Figure 1. Sizing map (run 1).
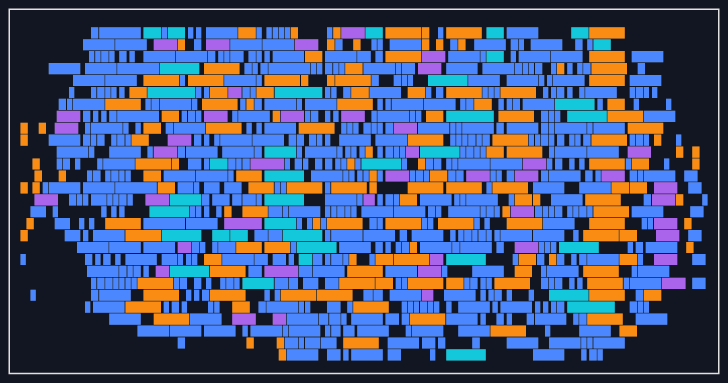
Figure 2. Logic cells by family (run 1).
The bar under the picture is 50 um long.
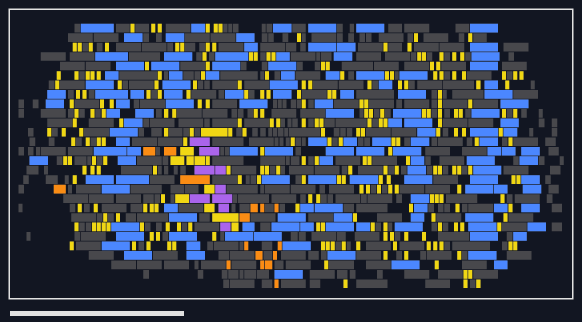
Figure 3. The metal 3 layer (run 1).
Cells faint in the background.
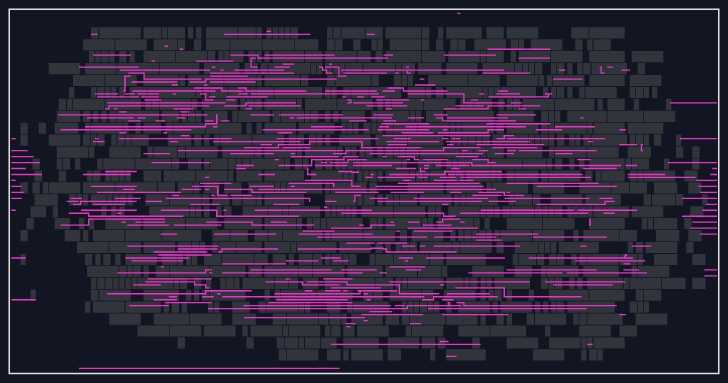
`config.mk`:
```
export PLATFORM = sky130hd
export DESIGN_NAME = reg_file_param_flat
export DESIGN_NICKNAME = d
export VERILOG_FILES = /design/src/rtl/reg_file_pkg.sv /design/src/rtl/reg_file_param_if.sv /design/src/rtl/reg_file_param_dfrl_n.sv /design/src/rtl/reg_file_param.sv /design/src/flat_wrapper.sv
export SDC_FILE = /design/constraint.sdc
export NUM_CORES = 1
export LEC_CHECK = 0
export CORE_ASPECT_RATIO = 0.5
export CORE_MARGIN = 2
export CORE_UTILIZATION = 63
export DETAILED_ROUTE_END_ITERATION = 8
export GPL_TIMING_DRIVEN = 0
export MAX_ROUTING_LAYER = met4
export PLACE_DENSITY = 0.92
export SYNTH_ARGS = -nofsm -noshare
export SYNTH_HDL_FRONTEND = slang
export SYNTH_SLANG_ARGS = --single-unit
```
`constraint.sdc`:
```
create_clock -name clk -period 3.1 [get_ports clk]
set_clock_uncertainty 0.2 [all_clocks]
set_input_delay 0.31 -clock clk [delete_from_list [all_inputs] [get_ports clk]]
set_output_delay 0.31 -clock clk [all_outputs]
set_load 0.1 [all_outputs]
```
`src/rtl/reg_file_pkg.sv`:
```
// Shared constants for the register file: default data and address widths.
// Latency: n/a (declarations only).
// Backpressure: n/a.
package reg_file_pkg;

  // Top-level defaults; instances may override through parameters.
  localparam int RF_WIDTH  = 16;
  localparam int RF_ADDR_W = 3;

  // Number of registers addressed by an ADDR_W-bit address.
  function automatic int rf_depth(input int addr_w);
    return 1 << addr_w;
  endfunction

endpackage

```
`src/rtl/reg_file_param_if.sv`:
```
// Bundle of the decode/writeback-facing register file signals.
// Latency: n/a (wiring only).
// Backpressure: none; issue logic stalls on busy_a/busy_b.
interface reg_file_param_if
  import reg_file_pkg::*;
#(
  parameter int WIDTH  = RF_WIDTH,
  parameter int ADDR_W = RF_ADDR_W
);
  // Writeback port
  logic              wr;
  logic [ADDR_W-1:0] wr_addr;
  logic [WIDTH-1:0]  d_in;
  // Decode read ports
  logic [ADDR_W-1:0] rd_addr_a;
  logic [ADDR_W-1:0] rd_addr_b;
  logic [WIDTH-1:0]  d_out_a;
  logic [WIDTH-1:0]  d_out_b;
  // Producer scoreboard
  logic              rsv;
  logic [ADDR_W-1:0] rsv_addr;
  logic              busy_a;
  logic              busy_b;
  logic              rsv_err;

  // Pipeline side: drives writes, reads and reserves
  modport master (
    output wr, wr_addr, d_in, rd_addr_a, rd_addr_b, rsv, rsv_addr,
    input  d_out_a, d_out_b, busy_a, busy_b, rsv_err
  );

  // Register file side
  modport slave (
    input  wr, wr_addr, d_in, rd_addr_a, rd_addr_b, rsv, rsv_addr,
    output d_out_a, d_out_b, busy_a, busy_b, rsv_err
  );
endinterface

```
`src/rtl/reg_file_param_dfrl_n.sv`:
```
// WIDTH-bit load-enabled storage register with synchronous reset.
// Latency: 1 cycle from i_ld to o_q.
// Backpressure: none; loads whenever i_ld is high.
module dfrl_n #(
  parameter int WIDTH = 16
) (
  input  logic             i_clk,
  input  logic             i_rst,
  input  logic             i_ld,
  input  logic [WIDTH-1:0] i_d,
  output logic [WIDTH-1:0] o_q
);
  logic [WIDTH-1:0] r_q;

  // Hold value unless loaded; reset clears to zero
  always_ff @(posedge i_clk) begin
    if (i_rst) begin
      r_q <= '0;
    end else if (i_ld) begin
      r_q <= i_d;
    end
  end

  assign o_q = r_q;
endmodule

```
`src/rtl/reg_file_param.sv`:
```
// Multi-port register file with per-register busy scoreboard and optional write bypass.
// Latency: reads and busy flags 0 cycles (combinational); writes/reserves land at the edge; rsv_err 1 cycle.
// Backpressure: none; consumers stall on busy_a/busy_b, double reserves flagged on rsv_err.
module reg_file_param
  import reg_file_pkg::*;
#(
  parameter int WIDTH    = RF_WIDTH,
  parameter int ADDR_W   = RF_ADDR_W,
  parameter int ZERO_REG = 0,
  parameter int BYPASS   = 1
) (
  input  logic            clk,
  input  logic            reset,
  reg_file_param_if.slave rf
);
  localparam int DEPTH = rf_depth(ADDR_W);
  localparam bit ZR    = (ZERO_REG != 0);
  localparam bit BP    = (BYPASS != 0);

  logic             w_wr_ok;
  logic             w_rsv_ok;
  logic             w_wr_hits_rsv;
  logic [DEPTH-1:0] w_load;
  logic [DEPTH-1:0] w_busy_nxt;
  logic [DEPTH-1:0] r_busy;
  logic             r_rsv_err;
  logic [WIDTH-1:0] w_q [DEPTH];
  logic             w_zero_a;
  logic             w_zero_b;
  logic             w_byp_a;
  logic             w_byp_b;

  // With a hard-wired zero register, writes and reserves to address 0 simply vanish.
  assign w_wr_ok       = rf.wr  && !(ZR && (rf.wr_addr  == '0));
  assign w_rsv_ok      = rf.rsv && !(ZR && (rf.rsv_addr == '0));
  assign w_wr_hits_rsv = w_wr_ok && (rf.wr_addr == rf.rsv_addr);

  // One-hot load strobe for the addressed storage register
  always_comb begin
    w_load = '0;
    if (w_wr_ok) begin
      w_load[rf.wr_addr] = 1'b1;
    end
  end

  // Storage array; register 0 is never loaded when ZERO_REG is set, so it stays 0.
  for (genvar g = 0; g < DEPTH; g++) begin : g_reg
    dfrl_n #(
      .WIDTH (WIDTH)
    ) u_reg (
      .i_clk (clk),
      .i_rst (reset),
      .i_ld  (w_load[g]),
      .i_d   (rf.d_in),
      .o_q   (w_q[g])
    );
  end

  // Next busy vector: the write retires its producer first, then a same-cycle
  // reserve re-marks the register for the newer producer.
  always_comb begin
    w_busy_nxt = r_busy;
    if (w_wr_ok) begin
      w_busy_nxt[rf.wr_addr] = 1'b0;
    end
    if (w_rsv_ok) begin
      w_busy_nxt[rf.rsv_addr] = 1'b1;
    end
  end

  // Scoreboard state and the double-reserve pulse; reset drops every reservation.
  always_ff @(posedge clk) begin
    if (reset) begin
      r_busy    <= '0;
      r_rsv_err <= 1'b0;
    end else begin
      r_busy    <= w_busy_nxt;
      r_rsv_err <= w_rsv_ok && r_busy[rf.rsv_addr] && !w_wr_hits_rsv;
    end
  end

  // Read port A: zero register, then same-cycle forward, then stored state
  always_comb begin
    w_zero_a = ZR && (rf.rd_addr_a == '0);
    w_byp_a  = BP && rf.wr && (rf.wr_addr == rf.rd_addr_a);
    if (w_zero_a) begin
      rf.d_out_a = '0;
      rf.busy_a  = 1'b0;
    end else if (w_byp_a) begin
      rf.d_out_a = rf.d_in;
      rf.busy_a  = 1'b0;
    end else begin
      rf.d_out_a = w_q[rf.rd_addr_a];
      rf.busy_a  = r_busy[rf.rd_addr_a];
    end
  end

  // Read port B: same selection as port A, fully independent of it
  always_comb begin
    w_zero_b = ZR && (rf.rd_addr_b == '0);
    w_byp_b  = BP && rf.wr && (rf.wr_addr == rf.rd_addr_b);
    if (w_zero_b) begin
      rf.d_out_b = '0;
      rf.busy_b  = 1'b0;
    end else if (w_byp_b) begin
      rf.d_out_b = rf.d_in;
      rf.busy_b  = 1'b0;
    end else begin
      rf.d_out_b = w_q[rf.rd_addr_b];
      rf.busy_b  = r_busy[rf.rd_addr_b];
    end
  end

  assign rf.rsv_err = r_rsv_err;
endmodule

```
`src/flat_wrapper.sv`:
```
// flat-port wrapper written by rule: the top's interface ports become plain ports
module reg_file_param_flat import reg_file_pkg::*;
#(
  parameter int WIDTH    = RF_WIDTH,
  parameter int ADDR_W   = RF_ADDR_W,
  parameter int ZERO_REG = 0,
  parameter int BYPASS   = 1
)
  (clk, reset, rf_wr, rf_wr_addr, rf_d_in, rf_rd_addr_a, rf_rd_addr_b, rf_rsv, rf_rsv_addr, rf_d_out_a, rf_d_out_b, rf_busy_a, rf_busy_b, rf_rsv_err);
  reg_file_param_if #(.WIDTH(WIDTH), .ADDR_W(ADDR_W)) rf_i ();
  input  logic clk;
  input  logic reset;
  input wire logic [$bits(rf_i.wr)-1:0] rf_wr;
  input wire logic [$bits(rf_i.wr_addr)-1:0] rf_wr_addr;
  input wire logic [$bits(rf_i.d_in)-1:0] rf_d_in;
  input wire logic [$bits(rf_i.rd_addr_a)-1:0] rf_rd_addr_a;
  input wire logic [$bits(rf_i.rd_addr_b)-1:0] rf_rd_addr_b;
  input wire logic [$bits(rf_i.rsv)-1:0] rf_rsv;
  input wire logic [$bits(rf_i.rsv_addr)-1:0] rf_rsv_addr;
  output wire logic [$bits(rf_i.d_out_a)-1:0] rf_d_out_a;
  output wire logic [$bits(rf_i.d_out_b)-1:0] rf_d_out_b;
  output wire logic [$bits(rf_i.busy_a)-1:0] rf_busy_a;
  output wire logic [$bits(rf_i.busy_b)-1:0] rf_busy_b;
  output wire logic [$bits(rf_i.rsv_err)-1:0] rf_rsv_err;
  assign rf_i.wr = rf_wr;
  assign rf_i.wr_addr = rf_wr_addr;
  assign rf_i.d_in = rf_d_in;
  assign rf_i.rd_addr_a = rf_rd_addr_a;
  assign rf_i.rd_addr_b = rf_rd_addr_b;
  assign rf_i.rsv = rf_rsv;
  assign rf_i.rsv_addr = rf_rsv_addr;
  assign rf_d_out_a = rf_i.d_out_a;
  assign rf_d_out_b = rf_i.d_out_b;
  assign rf_busy_a = rf_i.busy_a;
  assign rf_busy_b = rf_i.busy_b;
  assign rf_rsv_err = rf_i.rsv_err;
  reg_file_param #(.WIDTH(WIDTH), .ADDR_W(ADDR_W), .ZERO_REG(ZERO_REG), .BYPASS(BYPASS)) u_core (.clk(clk), .reset(reset), .rf(rf_i));
endmodule
```
==> results.toml, run 1 <==
# implementation run metrics
[global_route]
global_route_wire_length_before_repair_um = 38540

[power_and_ir_drop]
finalPower_mw = 4.763
sw_frac_of_total = 0.2908
worst_ir_drop_vdd_mv = 0.3473
seq_cell_power_mw = 1.83
comb_power_share = 0.150
leakagePower_nw = 3.308

[clocking]
cts_made_buffers = 17
cts_root_buf = "clkbuf_16"
clock_pin_slew_reported_for_the_worst_setup_and_hold_paths_after_clock_tree_synthesis_ns = 0.06
post-cts-setup-buffers = 0

[sta]
timing.final.hold_violations = 0
final-max-slew-violation-count = 0
final-setup-viol-count = 0
finalHoldWorstSlack_ns = 0.07304

[worst_setup_path]
crit_chain = "buf_6 > buf_6 > buf_2 > mux4_2 > mux2_2 > mux2_4 > dlygate4sd2_1"
worstPathRequired_ns = 2.59
cp-end-kind = "output port"
crit_path_start = "rf_rd_addr_b[1]"
cp_num_cells = 7

[floorplan]
fp-utilization = 0.6536
core_area_um2 = 11950
num_io_pins = 67
floorplan.die_area_um2 = 13360

[synth]
synthesis.nets = 833
syn_area_um2 = 7809
synth-area-yosys_um2 = 7809
adder_cell_share_of_the_synthesized_area = 0
top_cell = "nand2_1"
simple_gate_share = 0.1615
synthMuxAreaShare = 0.3166
synthDominantCellAreaShare = 0.3512
yosys_warnings = 0
synth_cell_type_count = 31

[detailed_routing]
routed_wirelength_um = 25770
wl_met3_um = 4004
drc_errors = 1

[place]
placer_congestion_estimate = 0.9628
pre_cts_slack_ns = -0.3524
number_of_cells_after_detailed_placement = 1002
place_hpwl_um = 16740

[layout]
lay_top_cells = "nand2_1 (257), dfxtp_1 (137), a21oi_1 (129)"
seqAreaFraction = 0.3088
layout.comb_gates.multi_input = 573
seq_cells = 137
largest_register_ff_count = 128
nonClkBufAreaFrac = 0.08438

[outcome]
failed_checks = "design-rule violations"
status = "finished, violations left"

[hold_path]
whs_endpoint = "u_core.r_busy[7]$_SDFF_PP0_"
-- Figure 1 (at the start) --
orange -> _2 cells  # cells 150, most used mux4_2
blue -> _0 and _1 cells  # cells 640, most used nand2_1
cyan -> _6 and larger  # cells 36, most used clkbuf_16
purple -> _3 and _4 cells  # cells 43, most used mux2_4
setup ws final: 0.001283 ns
synthesis-to-finish area growth: 13.75%
number of ordinary and repair buffers in the finished layout: 127

-- Figure 2 (at the start) --
purple -> xor and xnor cells  # cells 9, most used xnor2_2
blue -> mux cells  # cells 137, most used mux4_2, where spread over the die
orange -> nor cells  # cells 16, most used nor2_1, where bottom center
yellow -> nand cells  # cells 267, most used nand2_1, where spread over the die
proportion of cell area occupied by multi-input gates: 0.5126
most frequent logic cell in the layout: nand2_1
number of standard cells in the final layout excluding fillers: 1,035

-- Figure 3 (at the start) --
main direction = horizontal
longest straight run = 59.1 um
wire length on this layer = 4,000 um
share of all routed wire = 16%
nets with wire on the layer = 211
total number of vias: 7,184
met3 global-route usage: 0.1454

Figure 4. Routed clock nets over the placement (run 1).
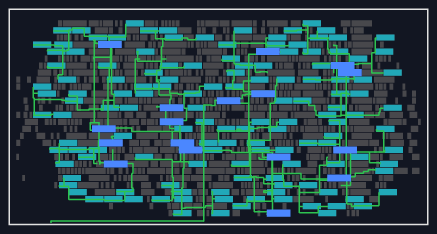

==> run 1 -> run 2 <==
GPL_TIMING_DRIVEN = 1   (was 0)
Figure 5. Routed clock nets over the placement (run 2).
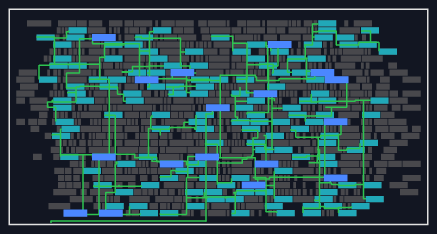
cyan -> flip-flops  # count 137
blue -> clock drivers  # count 17
green -> clock wires  # length 1,760 um
flops lie = spread over the die
routed clock nets = 18
clock network power share: 0.470
worst-skew pair later-pin latency: 0.43 ns
power drawn by the clock network: 2.35 mW

==> run 2 against run 1 <==
  * The run now ends clean
  * Critical path depth shrank 2
  * Largest cell class unchanged
  * Critical path type unchanged
  * Utilization rose by 5.6 points
  * First-iteration DRC count is 9.6% lower
==> results.toml, run 2 <==
# implementation run metrics
[synth]
synth-area-yosys_um2 = 7809
synthDominantCellAreaShare = 0.3512
simple_gate_share = 0.1615

[detailed_routing]
routed_wirelength_um = 26210

[sta]
final-max-slew-violation-count = 0
setup_ws_final_ns = 0.3107

[layout]
lay_top_cells = "nand2_1 (257), dfxtp_1 (137), a21oi_1 (129)"
buffers_excl_clock = 103
proportion_of_cell_area_occupied_by_multi_input_gates = 0.4817
nonClkBufAreaFrac = 0.1392
seqAreaFraction = 0.2873

[worst_setup_path]
crit_path_start = "rf_rd_addr_b[2]"
worstPathRequired_ns = 2.59
crit_chain = "clkdlybuf4s50_1 > buf_4 > mux2_2 > mux2_4 > buf_12"

[clocking]
clock_pin_slew_reported_for_the_worst_setup_and_hold_paths_after_clock_tree_synthesis_ns = 0.06
cts_made_buffers = 17

[place]
number_of_cells_after_detailed_placement = 978
pre_cts_slack_ns = 0.4088

[outcome]
status = "completed"

[power_and_ir_drop]
comb_power_share = 0.163
No activity file was given, so power comes from the tool's default toggle rates.
